==> run_1/closeup.png <==
Bar = 20 µm. Window x 0 to 50, y 0 to 50 µm. Cells in grey, sequential cells in the stronger grey; small squares are vias.
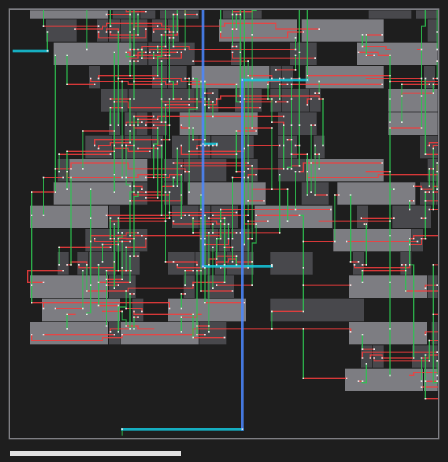
==> run_1/route_heat.png <==
Bar = 20 µm. The die is cut into 19 by 20 equal tiles; black is low, pale yellow is high, scaled to the fullest tile. Values are wire area over tile area, all layers added.
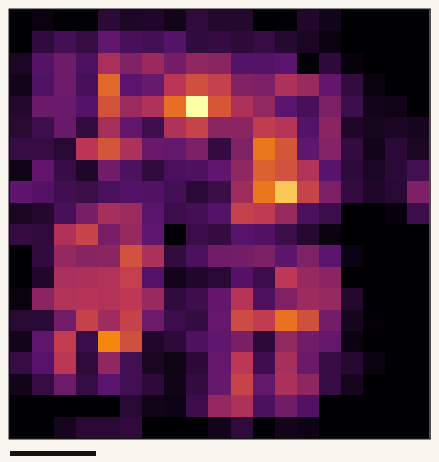
==> run_1/ff_map.png <==
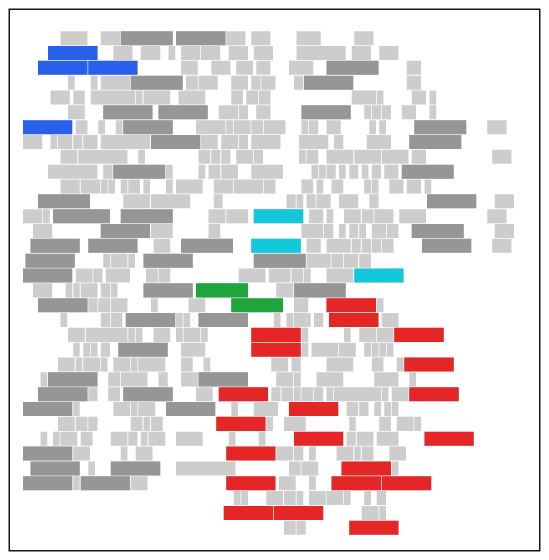
--- config.mk ---
export PLATFORM = sky130hd
export DESIGN_NAME = guess_round_fsm
export DESIGN_NICKNAME = d
export VERILOG_FILES = /design/src/rtl/guess_pkg.sv /design/src/rtl/button_sync.sv /design/src/rtl/guess_round_fsm.sv
export SDC_FILE = /design/constraint.sdc
export NUM_CORES = 1
export LEC_CHECK = 0
export ABC_CLOCK_PERIOD_IN_PS = 2500
export CAP_MARGIN = 20
export CORE_AREA = 2 2 95 97
export CTS_CLUSTER_SIZE = 8
export DETAILED_ROUTE_END_ITERATION = 10
export DIE_AREA = 0 0 97 99
export GPL_TIMING_DRIVEN = 0
export PLACE_DENSITY = 0.66
export SKIP_CTS_REPAIR_TIMING = 1
export SLEW_MARGIN = 40
export SYNTH_ARGS = -nofsm -noshare
export SYNTH_HDL_FRONTEND = slang
export SYNTH_SLANG_ARGS = --single-unit
export TNS_END_PERCENT = 50
--- constraint.sdc ---
create_clock -name clk -period 2.5 [get_ports clk]
set_input_delay 0.5 -clock clk [delete_from_list [all_inputs] [get_ports clk]]
set_output_delay 0.5 -clock clk [all_outputs]
set_load 0.05 [all_outputs]
--- src/rtl/guess_pkg.sv ---
// Shared definitions for the guessing game: comparator result codes, FSM
// state codes and small try-counter helpers. Also used by the comparator and
// the LCD message stage.
package guess_pkg;

  localparam int unsigned TRY_W = 4;
  localparam int unsigned CMP_W = 2;

  localparam logic [CMP_W-1:0] CMP_EQ   = 2'b00;
  localparam logic [CMP_W-1:0] CMP_LOW  = 2'b01;
  localparam logic [CMP_W-1:0] CMP_HIGH = 2'b10;
  localparam logic [CMP_W-1:0] CMP_BAD  = 2'b11;

  localparam logic [TRY_W-1:0] TRY_MAX = 4'hF;

  typedef enum logic [2:0] {
    ST_IDLE   = 3'd0,
    ST_ARMED  = 3'd1,
    ST_SETTLE = 3'd2,
    ST_EVAL   = 3'd3,
    ST_WIN    = 3'd4,
    ST_LOSE   = 3'd5
  } state_t;

  // Increment that sticks at the top code instead of wrapping
  function automatic logic [TRY_W-1:0] sat_inc(input logic [TRY_W-1:0] v);
    return (v == TRY_MAX) ? v : v + TRY_W'(1);
  endfunction

  // Remaining tries; zero when unlimited or when the count has caught up
  function automatic logic [TRY_W-1:0] tries_remaining(input logic [TRY_W-1:0] limit,
                                                       input logic [TRY_W-1:0] used);
    return (limit > used) ? limit - used : '0;
  endfunction

endpackage

--- src/rtl/button_sync.sv ---
// Pushbutton front end: 2-flop synchronizer, stable-count debouncer and a
// single-cycle pulse on the debounced press (falling) edge.
module button_sync #(
  parameter int unsigned DEBOUNCE_CYCLES = 500000,
  parameter int unsigned CNT_W           = 20
) (
  input  logic clk,
  input  logic rst_n,
  input  logic btn_n,
  output logic press_c
);

  logic [1:0]       sync;
  logic             stable;
  logic             stable_d;
  logic [CNT_W-1:0] cnt;

  // Bring the asynchronous button into the clock domain; idle level is high
  always_ff @(posedge clk or negedge rst_n) begin
    if (!rst_n) begin
      sync <= 2'b11;
    end else begin
      sync <= {sync[0], btn_n};
    end
  end

  // Accept a new level only after it has differed for DEBOUNCE_CYCLES cycles
  always_ff @(posedge clk or negedge rst_n) begin
    if (!rst_n) begin
      stable   <= 1'b1;
      stable_d <= 1'b1;
      cnt      <= '0;
    end else begin
      stable_d <= stable;
      if (sync[1] != stable) begin
        if (cnt == CNT_W'(DEBOUNCE_CYCLES - 1)) begin
          stable <= sync[1];
          cnt    <= '0;
        end else begin
          cnt <= cnt + CNT_W'(1);
        end
      end else begin
        cnt <= '0;
      end
    end
  end

  assign press_c = stable_d & ~stable;

endmodule

--- src/rtl/guess_round_fsm.sv ---
// Game sequencer downstream of the secret/guess comparator: debounces the
// buttons, strobes guess_latch, waits for the comparator, scores the guess
// and drives status plus an LCD refresh pulse.
// Optional feature macro: BEST_SCORE_EN adds the best_tries output.
module guess_round_fsm
  import guess_pkg::*;
#(
  parameter int unsigned DEBOUNCE_CYCLES = 500000,
  parameter int unsigned CNT_W           = 20,
  parameter int unsigned SETTLE_CYCLES   = 2
) (
  input  logic       clk,
  input  logic       reset,
  input  logic       btn_new_n,
  input  logic       btn_guess_n,
  input  logic [1:0] cmp_result,
  input  logic [3:0] max_tries,
  output logic       guess_latch,
  output logic [3:0] tries_used,
  output logic [3:0] tries_left,
  output logic [1:0] hint,
  output logic [2:0] game_state,
  output logic       win,
  output logic       lose,
  output logic       lcd_refresh
`ifdef BEST_SCORE_EN
  ,
  output logic [3:0] best_tries
`endif
);

  localparam int unsigned SET_W = 3;

  logic [1:0]       rst_sync;
  logic             rst_n;
  logic             new_p;
  logic             guess_p;

  state_t           state,       state_n;
  logic [SET_W-1:0] settle_cnt,  settle_cnt_n;
  logic [TRY_W-1:0] limit,       limit_n;
  logic [TRY_W-1:0] tries_n;
  logic [TRY_W-1:0] tries_left_n;
  logic [TRY_W-1:0] tries_inc;
  logic [CMP_W-1:0] hint_n;
  logic             latch_n;
  logic             refresh_n;
  logic             win_n;
  logic             lose_n;
`ifdef BEST_SCORE_EN
  logic [TRY_W-1:0] best_n;
`endif

  // Reset asserts asynchronously and releases two clocks later
  always_ff @(posedge clk or negedge reset) begin
    if (!reset) begin
      rst_sync <= 2'b00;
    end else begin
      rst_sync <= {rst_sync[0], 1'b1};
    end
  end

  assign rst_n = rst_sync[1];

  button_sync #(
    .DEBOUNCE_CYCLES (DEBOUNCE_CYCLES),
    .CNT_W           (CNT_W)
  ) u_btn_new (
    .clk     (clk),
    .rst_n   (rst_n),
    .btn_n   (btn_new_n),
    .press_c (new_p)
  );

  button_sync #(
    .DEBOUNCE_CYCLES (DEBOUNCE_CYCLES),
    .CNT_W           (CNT_W)
  ) u_btn_guess (
    .clk     (clk),
    .rst_n   (rst_n),
    .btn_n   (btn_guess_n),
    .press_c (guess_p)
  );

  assign tries_inc  = sat_inc(tries_used);
  assign game_state = state;

  // State and status registers
  always_ff @(posedge clk or negedge rst_n) begin
    if (!rst_n) begin
      state       <= ST_IDLE;
      settle_cnt  <= '0;
      limit       <= '0;
      tries_used  <= '0;
      tries_left  <= '0;
      hint        <= CMP_BAD;
      guess_latch <= 1'b0;
      lcd_refresh <= 1'b0;
      win         <= 1'b0;
      lose        <= 1'b0;
`ifdef BEST_SCORE_EN
      best_tries  <= TRY_MAX;
`endif
    end else begin
      state       <= state_n;
      settle_cnt  <= settle_cnt_n;
      limit       <= limit_n;
      tries_used  <= tries_n;
      tries_left  <= tries_left_n;
      hint        <= hint_n;
      guess_latch <= latch_n;
      lcd_refresh <= refresh_n;
      win         <= win_n;
      lose        <= lose_n;
`ifdef BEST_SCORE_EN
      best_tries  <= best_n;
`endif
    end
  end

  // Next-state and next-status decode; a new-game press overrides everything
  always_comb begin
    state_n      = state;
    settle_cnt_n = settle_cnt;
    limit_n      = limit;
    tries_n      = tries_used;
    hint_n       = hint;
    latch_n      = 1'b0;
    refresh_n    = 1'b0;
`ifdef BEST_SCORE_EN
    best_n       = best_tries;
`endif

    if (new_p) begin
      state_n      = ST_ARMED;
      settle_cnt_n = '0;
      limit_n      = max_tries;
      tries_n      = '0;
      hint_n       = CMP_BAD;
      refresh_n    = 1'b1;
    end else begin
      case (state)
        ST_ARMED: begin
          if (guess_p) begin
            latch_n      = 1'b1;
            settle_cnt_n = '0;
            state_n      = ST_SETTLE;
          end
        end
        ST_SETTLE: begin
          if (settle_cnt == SET_W'(SETTLE_CYCLES - 1)) begin
            state_n = ST_EVAL;
          end else begin
            settle_cnt_n = settle_cnt + SET_W'(1);
          end
        end
        ST_EVAL: begin
          refresh_n = 1'b1;
          case (cmp_result)
            CMP_EQ: begin
              tries_n = tries_inc;
              hint_n  = CMP_EQ;
              state_n = ST_WIN;
`ifdef BEST_SCORE_EN
              if (tries_inc < best_tries) begin
                best_n = tries_inc;
              end
`endif
            end
            CMP_LOW, CMP_HIGH: begin
              tries_n = tries_inc;
              hint_n  = cmp_result;
              if ((limit != '0) && (tries_inc == limit)) begin
                state_n = ST_LOSE;
              end else begin
                state_n = ST_ARMED;
              end
            end
            default: begin
              hint_n  = CMP_BAD;
              state_n = ST_ARMED;
            end
          endcase
        end
        default: begin
        end
      endcase
    end

    win_n        = (state_n == ST_WIN);
    lose_n       = (state_n == ST_LOSE);
    tries_left_n = tries_remaining(limit_n, tries_n);
  end

endmodule

==> Table 3: Implementation characteristics, run 1 <==
Characteristics after synthesis and place and route

Parameter                              Value

Synthesis
  Count of library flops with an enable pin .................. 0
  Biggest area consumer among synthesized cells .................. sky130_fd_sc_hd__dfrtp_1
  Post-synthesis sequential area ratio .................. 0.495
  Count of mapped cells out of synthesis .................. 367
  Yosys stat area .................. 3770 µm²
  Main area contributors after synthesis .................. sky130_fd_sc_hd__dfrtp_1 43%, sky130_fd_sc_hd__xor2_1 7.4%, sky130_fd_sc_hd__dfstp_2 7.0%
  Number of nets at floorplan .................. 390
  Yosys Warn Count .................. 0
  Average instance area after synthesis .................. 10.3 µm²
  Main flop type after synthesis .................. sky130_fd_sc_hd__dfrtp_1
  Number of different library cells in the post-synthesis netlist .................. around 58
  Synth Cell Area .................. 3770 µm²
  Area share, top type .................. 0.425
  Number of standard cells reported by yosys .................. approximately 370
  Share of flip-flops with an asynchronous set or reset after synthesis .................. 1.00
  Yosys reg bits .................. 74

Flow run
  Tool Warnings .................. 30
  Max-cap viol count .................. 0

STA
  Max-Slew Margin vs Limit .................. 0.660
  Transition time of the tightest slew-check pin .................. 0.509 ns
  Worst hold slack .................. 0.256 ns
  Worst Clk Skew .................. 0.0110 ns
  Final Max-Slew Violation Tally .................. 0
  Unrepaired setup endpoints after global routing .................. true
  Crit share post-route .................. 0.947
  Highest clock frequency the design can meet .................. 423 MHz
  Final setup vio count .................. 0
  Slack of the critical path .................. 0.133 ns
  Endpoints failing hold .................. 0
  Total Negative Setup Slacks .................. 0 ns
  Minimum clock period .................. 2.37 ns

Detailed routing
  Drt first pass iters .................. 4
  Detailed-route via count .................. 2713
  Antenna-violating nets left .................. 0
  Post-Route WL .................. 7.08 mm
  Average routed wire per standard cell .................. 13.5 µm
  Drt first-iter violations .................. 82
  DR vias/cell .................. 5.18
  DRC viols .................. 0

Power
  Combinational Power Share .................. 0.034
  Max rail drop VDD .................. 270 µV
  Pint .................. approximately 1.8 mW
  Switching part of the total .................. 0.222
  Net switching power .................. 0.501 mW
  Sequential share of power .................. 0.545
  Static Leakage .................. 2.03 nW
  Clk pwr share .................. 0.421
  Power, Total .................. roughly 2.3 mW
  Power density relative to cell area .................. 496 nW/µm²

Setup path
  Critical register-to-register path startpoint .................. game_state[1]$_DFF_PN0_
  Startpoint type of the worst setup path .................. register
  Crit Reg-Reg Endpoint .................. tries_left[2]$_DFF_PN0_
  Endpoint required time on the critical path .................. 2.77 ns
  Endpoint type of the worst setup path .................. register
  Startpoint-to-endpoint class of the critical path .................. reg -> reg
  Cell count of the worst reg-to-reg path .................. 12
  Arrival time at the worst endpoint .................. 2.64 ns
  Highest fanout seen on the critical path .................. 10
  Setup slack, reg-to-reg .................. 0.13 ns
  Crit path launch .................. game_state[1]$_DFF_PN0_
  Critical path endpoint .................. tries_left[2]$_DFF_PN0_

Global route
  Initial antenna violation count .................. 0
  Wire length of the first global-routing pass .................. between 10 and 15 mm
  Vias in the first global route .................. roughly 2700
  Gr usage total .................. 0.156
  GR Overflow Total .................. 0
  Maximum number of pins on one net before global-route repair .................. 45

Floorplan
  Die X-Extent .................. 97 µm
  Die span in y .................. 99 µm
  Number of core rows .................. 34
  Count of inserted tapcells .................. 108
  Core footprint .................. roughly 8600 µm²
  Die area .................. between 9000 and 10000 µm²
  Core utilization at floorplan .................. 0.440
  Top-level port count .................. 27

Final layout
  Number of clock-tree buffers in the layout .................. 12
  Seq cells .................. 74
  Most common logic cell in the routed design .................. sky130_fd_sc_hd__nor2_1
  Fraction of standard cell area that is sequential .................. 0.411
  Multi-input gate area .................. 1870 µm²
  Layout cell share with drive strength beyond 1 .................. 0.192
  Non-clock inverter count .................. 15
  Count of nets after finishing .................. 434
  Commonest non-fill, non-tap cells in the layout .................. 59 x sky130_fd_sc_hd__nor2_1, 58 x sky130_fd_sc_hd__dfrtp_1, 32 x sky130_fd_sc_hd__xor2_1
  Layout overhead on the synthesized area .................. 21.0%
  Layout Cell Area excl Fill .................. 4560 µm²
  Final core utilization .................. 0.533
  Fillers .................. 744
  Final Instance Count excl. Fillers .................. 524
  Combinational fraction of the cell area .................. 0.411
  NonClk Buf Share .................. 0.0903
  Leading cell category by total area .................. sequential cells
  Buffer count excluding the clock tree in the final layout .................. about 41
  Sequential cell area in the final layout .................. 1870 µm²
  Multi-input gates .................. roughly 270
  Layout clock area frac .................. 0.0450
  Diode count .................. 0

Placed design
  Final Wtd Congestion .................. 0.839
  Dpl cell area .................. 4200 µm²
  Placed insts .................. 502
  Half-perimeter wire length after placement .................. between 4 and 5 mm
  Worst slack at placement .................. -0.458 ns
  IO Port Bufs .................. 26

CTS
  Inserted Clock Buffers .................. 9
  Clock slew at the register clock pins of the worst setup and hold paths .................. 0.08 ns
  Root Driver .................. sky130_fd_sc_hd__clkbuf_8
  Buffers from clock root to sink, at most .................. 2
  CTS tree .................. built
  Clk sinks .................. 74
  Clock latency at the later pin of the worst-skew pair .................. 0.35 ns
  # H-tree levels .................. 3

Status
  Run status .................. finished, final reports clean

Worst hold path
  Min-delay worst type .................. reg -> async
About closeup.png:
[red] M1
[cyan] M3
[green] M2
[blue] M4
sequential cells in the window: 25
netlist names of flops here include: u_btn_new.cnt (16), u_btn_guess.cnt (7), u_btn_guess.sync (2)
most frequent: nor2_1 (27), dfrtp_1 (23), xor2_1 (14)
cells with their middle in the window: 108

About route_heat.png:
mean over tiles: 0.11
densest ninth of the die: top middle
nearly empty tiles: 20%

About ff_map.png:
[blue] tries_left | flops: 4 | where: top left
[green] u_btn_guess.sync | flops: 2
[cyan] settle_cnt | flops: 3
[red] u_btn_guess.cnt | flops: 20

run 1: cell usage after synthesis (3+ instances only):
master                     count
sky130_fd_sc_hd__dfrtp_1      64
sky130_fd_sc_hd__nor2_1       61
sky130_fd_sc_hd__xor2_1       32
sky130_fd_sc_hd__nand2_1      28
sky130_fd_sc_hd__inv_1        15
sky130_fd_sc_hd__nand3_1      15
sky130_fd_sc_hd__ha_1         12
sky130_fd_sc_hd__nand4_1      12
sky130_fd_sc_hd__o21ai_0      11
sky130_fd_sc_hd__dfstp_2      10
sky130_fd_sc_hd__xnor2_1      10
sky130_fd_sc_hd__nor3_1        9
sky130_fd_sc_hd__a21oi_1       8
sky130_fd_sc_hd__and3_1        6
sky130_fd_sc_hd__nand2b_1      6
sky130_fd_sc_hd__nor2b_1       5
sky130_fd_sc_hd__mux2i_1       4
sky130_fd_sc_hd__and4_1        3
sky130_fd_sc_hd__clkbuf_8      3
sky130_fd_sc_hd__nor4_1        3
sky130_fd_sc_hd__nor4b_1       3
sky130_fd_sc_hd__o211ai_1      3
run 1: logic make-up (layout without fill, tap and decap cells):
kind of cell               Yosys count  count (layout)  share of synthesized area
muxes                                7               7                     0.0206
DFF                                 74              74                      0.495
adders and majority gates           13              13                     0.0452
xor gates and xnor gates            42              42                     0.0977
other                                1               1                   0.000996
AOI/OAI and AO/OA                   36              36                     0.0631
and+or+nand+nor                    171             171                      0.241
buffers and inverters               23              72                     0.0362
run 1: layer usage:
layer / global-route usage / wire length, µm / up-vias
met4: 0.0748 / 142 / 0
met2: 0.246 / 3280 / 49
met3: 0.0234 / 200 / 10
li1: - / - / 1345
met1: 0.214 / 3460 / 1309
met5: 0 / 0 / -
run 1: worst max-delay path, stage by stage (launching register included):
cell and delay (ns):
sky130_fd_sc_hd__dfrtp_2 0.38, sky130_fd_sc_hd__clkbuf_8 0.16, sky130_fd_sc_hd__nand3b_1 0.19, sky130_fd_sc_hd__nor2_2 0.18, sky130_fd_sc_hd__nand2_2 0.10, sky130_fd_sc_hd__xor2_1 0.17, sky130_fd_sc_hd__nor2_2 0.06, sky130_fd_sc_hd__ha_2 0.19
sky130_fd_sc_hd__fa_2 0.36, sky130_fd_sc_hd__nor2b_4 0.14, sky130_fd_sc_hd__o21a_1 0.14, sky130_fd_sc_hd__o21ai_2 0.09, sky130_fd_sc_hd__nor3_2 0.15
run 1: power groups by stage:
stage          Sequential (mW)  Clock, mW  Combinational (mW)
5_1_grt                   1.24       1.03              0.0885
3_3_place_gp              1.27          0              0.0576
2_1_floorplan             1.26          0              0.0338
4_1_cts                   1.23      0.979              0.0765
6_report                  1.23      0.952              0.0765
3_5_place_dp              1.25          0              0.0760
run 1: sequential cells by signal (all words and copies together) (netlist names):
signal and count:
u_btn_guess.stable_d 1, rst_sync 2, u_btn_guess.cnt 20, u_btn_new.sync 2, u_btn_new.cnt 20, u_btn_new.stable_d 1, limit 4, hint 2
guess_latch 1, u_btn_guess.stable 1, u_btn_guess.sync 2, game_state 3, settle_cnt 3, tries_used 4, win 1, u_btn_new.stable 1
lcd_refresh 1, lose 1, tries_left 4
==> run 2, diff against run 1 <==
- MAX_ROUTING_LAYER: default -> met4
==> run_2/route_heat.png <==
Bar = 20 µm. The die is cut into 19 by 20 equal tiles; black is low, pale yellow is high, scaled to the fullest tile. Values are wire area over tile area, all layers added.
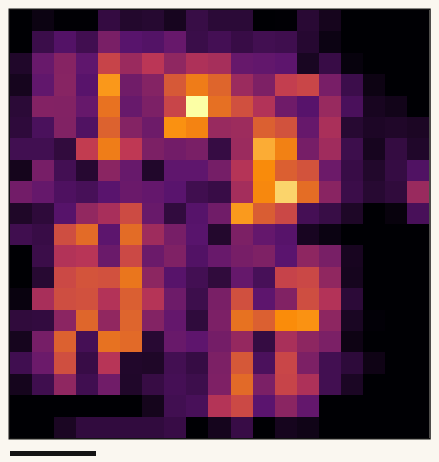
mean over tiles: 0.11
nearly empty tiles: 18%
tiles over half the peak: 16%

==> Table 3: Implementation characteristics, run 2 <==
Characteristics after synthesis and place and route

Parameter                              Value

CTS
  Clock slew at the register clock pins of the worst setup and hold paths .................. 0.08 ns
  Clk sinks .................. 74
  Buffers from clock root to sink, at most .................. 2
  Inserted Clock Buffers .................. 9
  Root Driver .................. sky130_fd_sc_hd__clkbuf_8
  # H-tree levels .................. 3
  Clock latency at the later pin of the worst-skew pair .................. 0.35 ns

STA
  Transition time of the tightest slew-check pin .................. 0.509 ns
  Highest clock frequency the design can meet .................. 425 MHz
  Worst Clk Skew .................. around 0.011 ns
  Slack of the critical path .................. approximately 0.15 ns
  Max-Slew Margin vs Limit .................. 0.660
  Final setup vio count .................. 0
  Minimum clock period .................. 2.35 ns
  Worst hold slack .................. 0.256 ns
  Unrepaired setup endpoints after global routing .................. true
  Crit share post-route .................. 0.941

Setup path
  Startpoint-to-endpoint class of the critical path .................. reg -> reg
  Startpoint type of the worst setup path .................. register
  Slowest cell on the critical path .................. sky130_fd_sc_hd__dfstp_2
  Endpoint required time on the critical path .................. 2.73 ns
  Arrival time at the worst endpoint .................. 2.59 ns
  Stage delay of the slowest cell on the critical path .................. between 0.5 and 0.6 ns
  Cell count of the worst reg-to-reg path .................. 10
  Critical register-to-register path startpoint .................. u_btn_new.stable$_DFFE_PN1P_
  Endpoint type of the worst setup path .................. register
  Setup slack, reg-to-reg .................. 0.15 ns

Synthesis
  Yosys xor share .................. 0.0977
  Post-synthesis sequential area ratio .................. 0.495
  Main area contributors after synthesis .................. sky130_fd_sc_hd__dfrtp_1 43%, sky130_fd_sc_hd__xor2_1 7.4%, sky130_fd_sc_hd__dfstp_2 7.0%
  Number of nets at floorplan .................. ~390
  Area share, top type .................. 0.425
  Yosys reg bits .................. ~74
  Number of standard cells reported by yosys .................. 367
  Top cell types by occurrence after synthesis .................. 64 x sky130_fd_sc_hd__dfrtp_1, 61 x sky130_fd_sc_hd__nor2_1, 32 x sky130_fd_sc_hd__xor2_1
  Average instance area after synthesis .................. around 10 µm²
  Yosys stat area .................. 3770 µm²
  Main flop type after synthesis .................. sky130_fd_sc_hd__dfrtp_1
  Mux cell area share .................. 0.0206
  Count of mapped cells out of synthesis .................. 367
  Area fraction in compound gates after synthesis .................. 0.0631
  Synth Cell Area .................. 3770 µm²
  Count of library flops with an enable pin .................. 0
  Dominant kind of combinational cell .................. simple AND/OR/NAND/NOR gates
  Simple share .................. 0.241
  Yosys Warn Count .................. 0

Final layout
  Layout cell share with drive strength beyond 1 .................. 0.192
  Commonest non-fill, non-tap cells in the layout .................. 59 x sky130_fd_sc_hd__nor2_1, 58 x sky130_fd_sc_hd__dfrtp_1, 32 x sky130_fd_sc_hd__xor2_1
  Largest regs .................. u_btn_guess.cnt x20, u_btn_new.cnt x20
  Most common logic cell in the routed design .................. sky130_fd_sc_hd__nor2_1
  Layout Cell Area excl Fill .................. between 4000 and 5000 µm²
  Final core utilization .................. 0.533
  Layout overhead on the synthesized area .................. 21.0%

Floorplan
  Die X-Extent .................. 97 µm
  Core utilization at floorplan .................. 0.440
  Number of core rows .................. 34
  Die span in y .................. roughly 99 µm
  Die area .................. 9600 µm²

Flow run
  Max-cap viol count .................. 0

Detailed routing
  Average routed wire per standard cell .................. 13.5 µm
  Post-Route WL .................. 7.06 mm
  DR vias/cell .................. 5.17
  Detailed-route via count .................. 2709
  Drt first-iter violations .................. 90
  DRC viols .................. 0
  Antenna-violating nets left .................. 0

Placed design
  Half-perimeter wire length after placement .................. 4.97 mm
  IO Port Bufs .................. 26
  Final Wtd Congestion .................. roughly 0.85
  Worst slack at placement .................. -0.458 ns

Global route
  GR Overflow Total .................. 0
  Maximum number of pins on one net before global-route repair .................. around 45
  Wire length of the first global-routing pass .................. approximately 12 mm
  Vias in the first global route .................. 2659

Power
  Max rail drop VDD .................. ~270 µV
  Power density relative to cell area .................. between 400 and 500 nW/µm²

Status
  Run status .................. finished, final reports clean

Worst hold path
  Min-delay worst type .................. reg -> async
==> run_2/ff_map.png <==
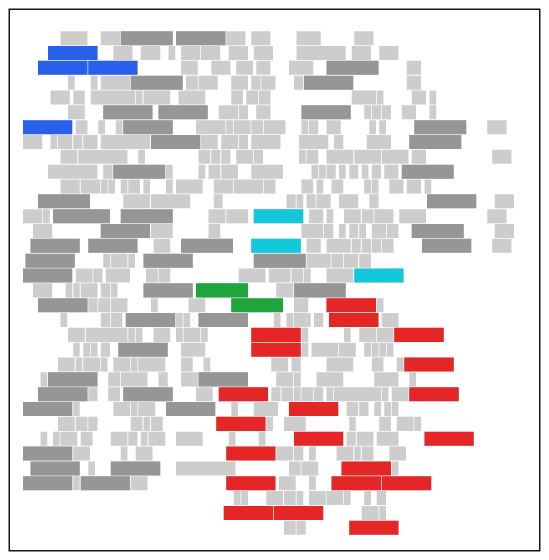
[red] u_btn_guess.cnt | flops: 20
[blue] tries_left | flops: 4 | where: top left
[green] u_btn_guess.sync | flops: 2
[cyan] settle_cnt | flops: 3

-- run 2: per-stage QoR --
stage | cells | total power [mW] | TNS, ns
after floorplan | 367 | 1.29 | 0
after global placement | 501 | 1.32 | -32.73
after detailed placement | 502 | 1.33 | -1.66
after CTS | 518 | 2.29 | -0.234
after global routing | 524 | 2.36 | -0.0328
final | 524 | 2.26 | 0
-- run 2: cell families after synthesis --
kind of cell,count (synthesis)
adders and majority gates,13
DFF,74
xor gates and xnor gates,42
and+or+nand+nor,171
buffers and inverters,23
AOI/OAI and AO/OA,36
other,1
muxes,7
-- run 2: how the worst max path moves through the flow --
stage	start	to	slack, ns
2_1_floorplan	game_state[1]$_DFF_PN0_	tries_left[2]$_DFF_PN0_	0.009
3_3_place_gp	rst_sync[1]$_DFF_PN0_	game_state[0]$_DFF_PN0_	-0.72
3_5_place_dp	cmp_result[0]	tries_left[2]$_DFF_PN0_	-0.46
4_1_cts	game_state[1]$_DFF_PN0_	tries_left[2]$_DFF_PN0_	-0.11
5_1_grt	game_state[1]$_DFF_PN0_	tries_left[2]$_DFF_PN0_	-0.03
6_report	u_btn_new.stable$_DFFE_PN1P_	tries_left[3]$_DFF_PN0_	0.15
-- run 2: layout make-up --
class	count	area [µm²]
fillers	744	3990
flip-flops and latches	74	1870
multi-input cells	270	1870
repair buffers	33	330
clock buffers	12	155
well taps	108	135
plain buffers	8	81.3
inverters	15	56.3
clock inverters	4	50.0
-- run 2: power by group --
part	switching, mW	leakage (nW)	internal (mW)
registers	0.0191	0.966	1.21
clock network	0.437	0.0986	0.514
logic	0.0438	0.967	0.0326
total	0.500	2.03	1.76
-- run 2: critical path, delay by kind of cell (launching register included) --
family | cells | cell delay, ns
compound gates | 2 | 0.39
fa+ha+maj | 2 | 0.43
buf+inv | 2 | 0.33
flops | 1 | 0.56
simple gates | 4 | 0.52
-- run 2: layer usage --
metal | part of all wire | routed length [µm] | track usage
met5 | 0 | 0 | -
met1 | 0.49 | 3470 | 0.215
met3 | 0.022 | 155 | 0.0234
met4 | 0.021 | 148 | 0.0748
met2 | 0.46 | 3280 | 0.245
Power figures rest on the tool's default switching activity, not on a simulated workload.
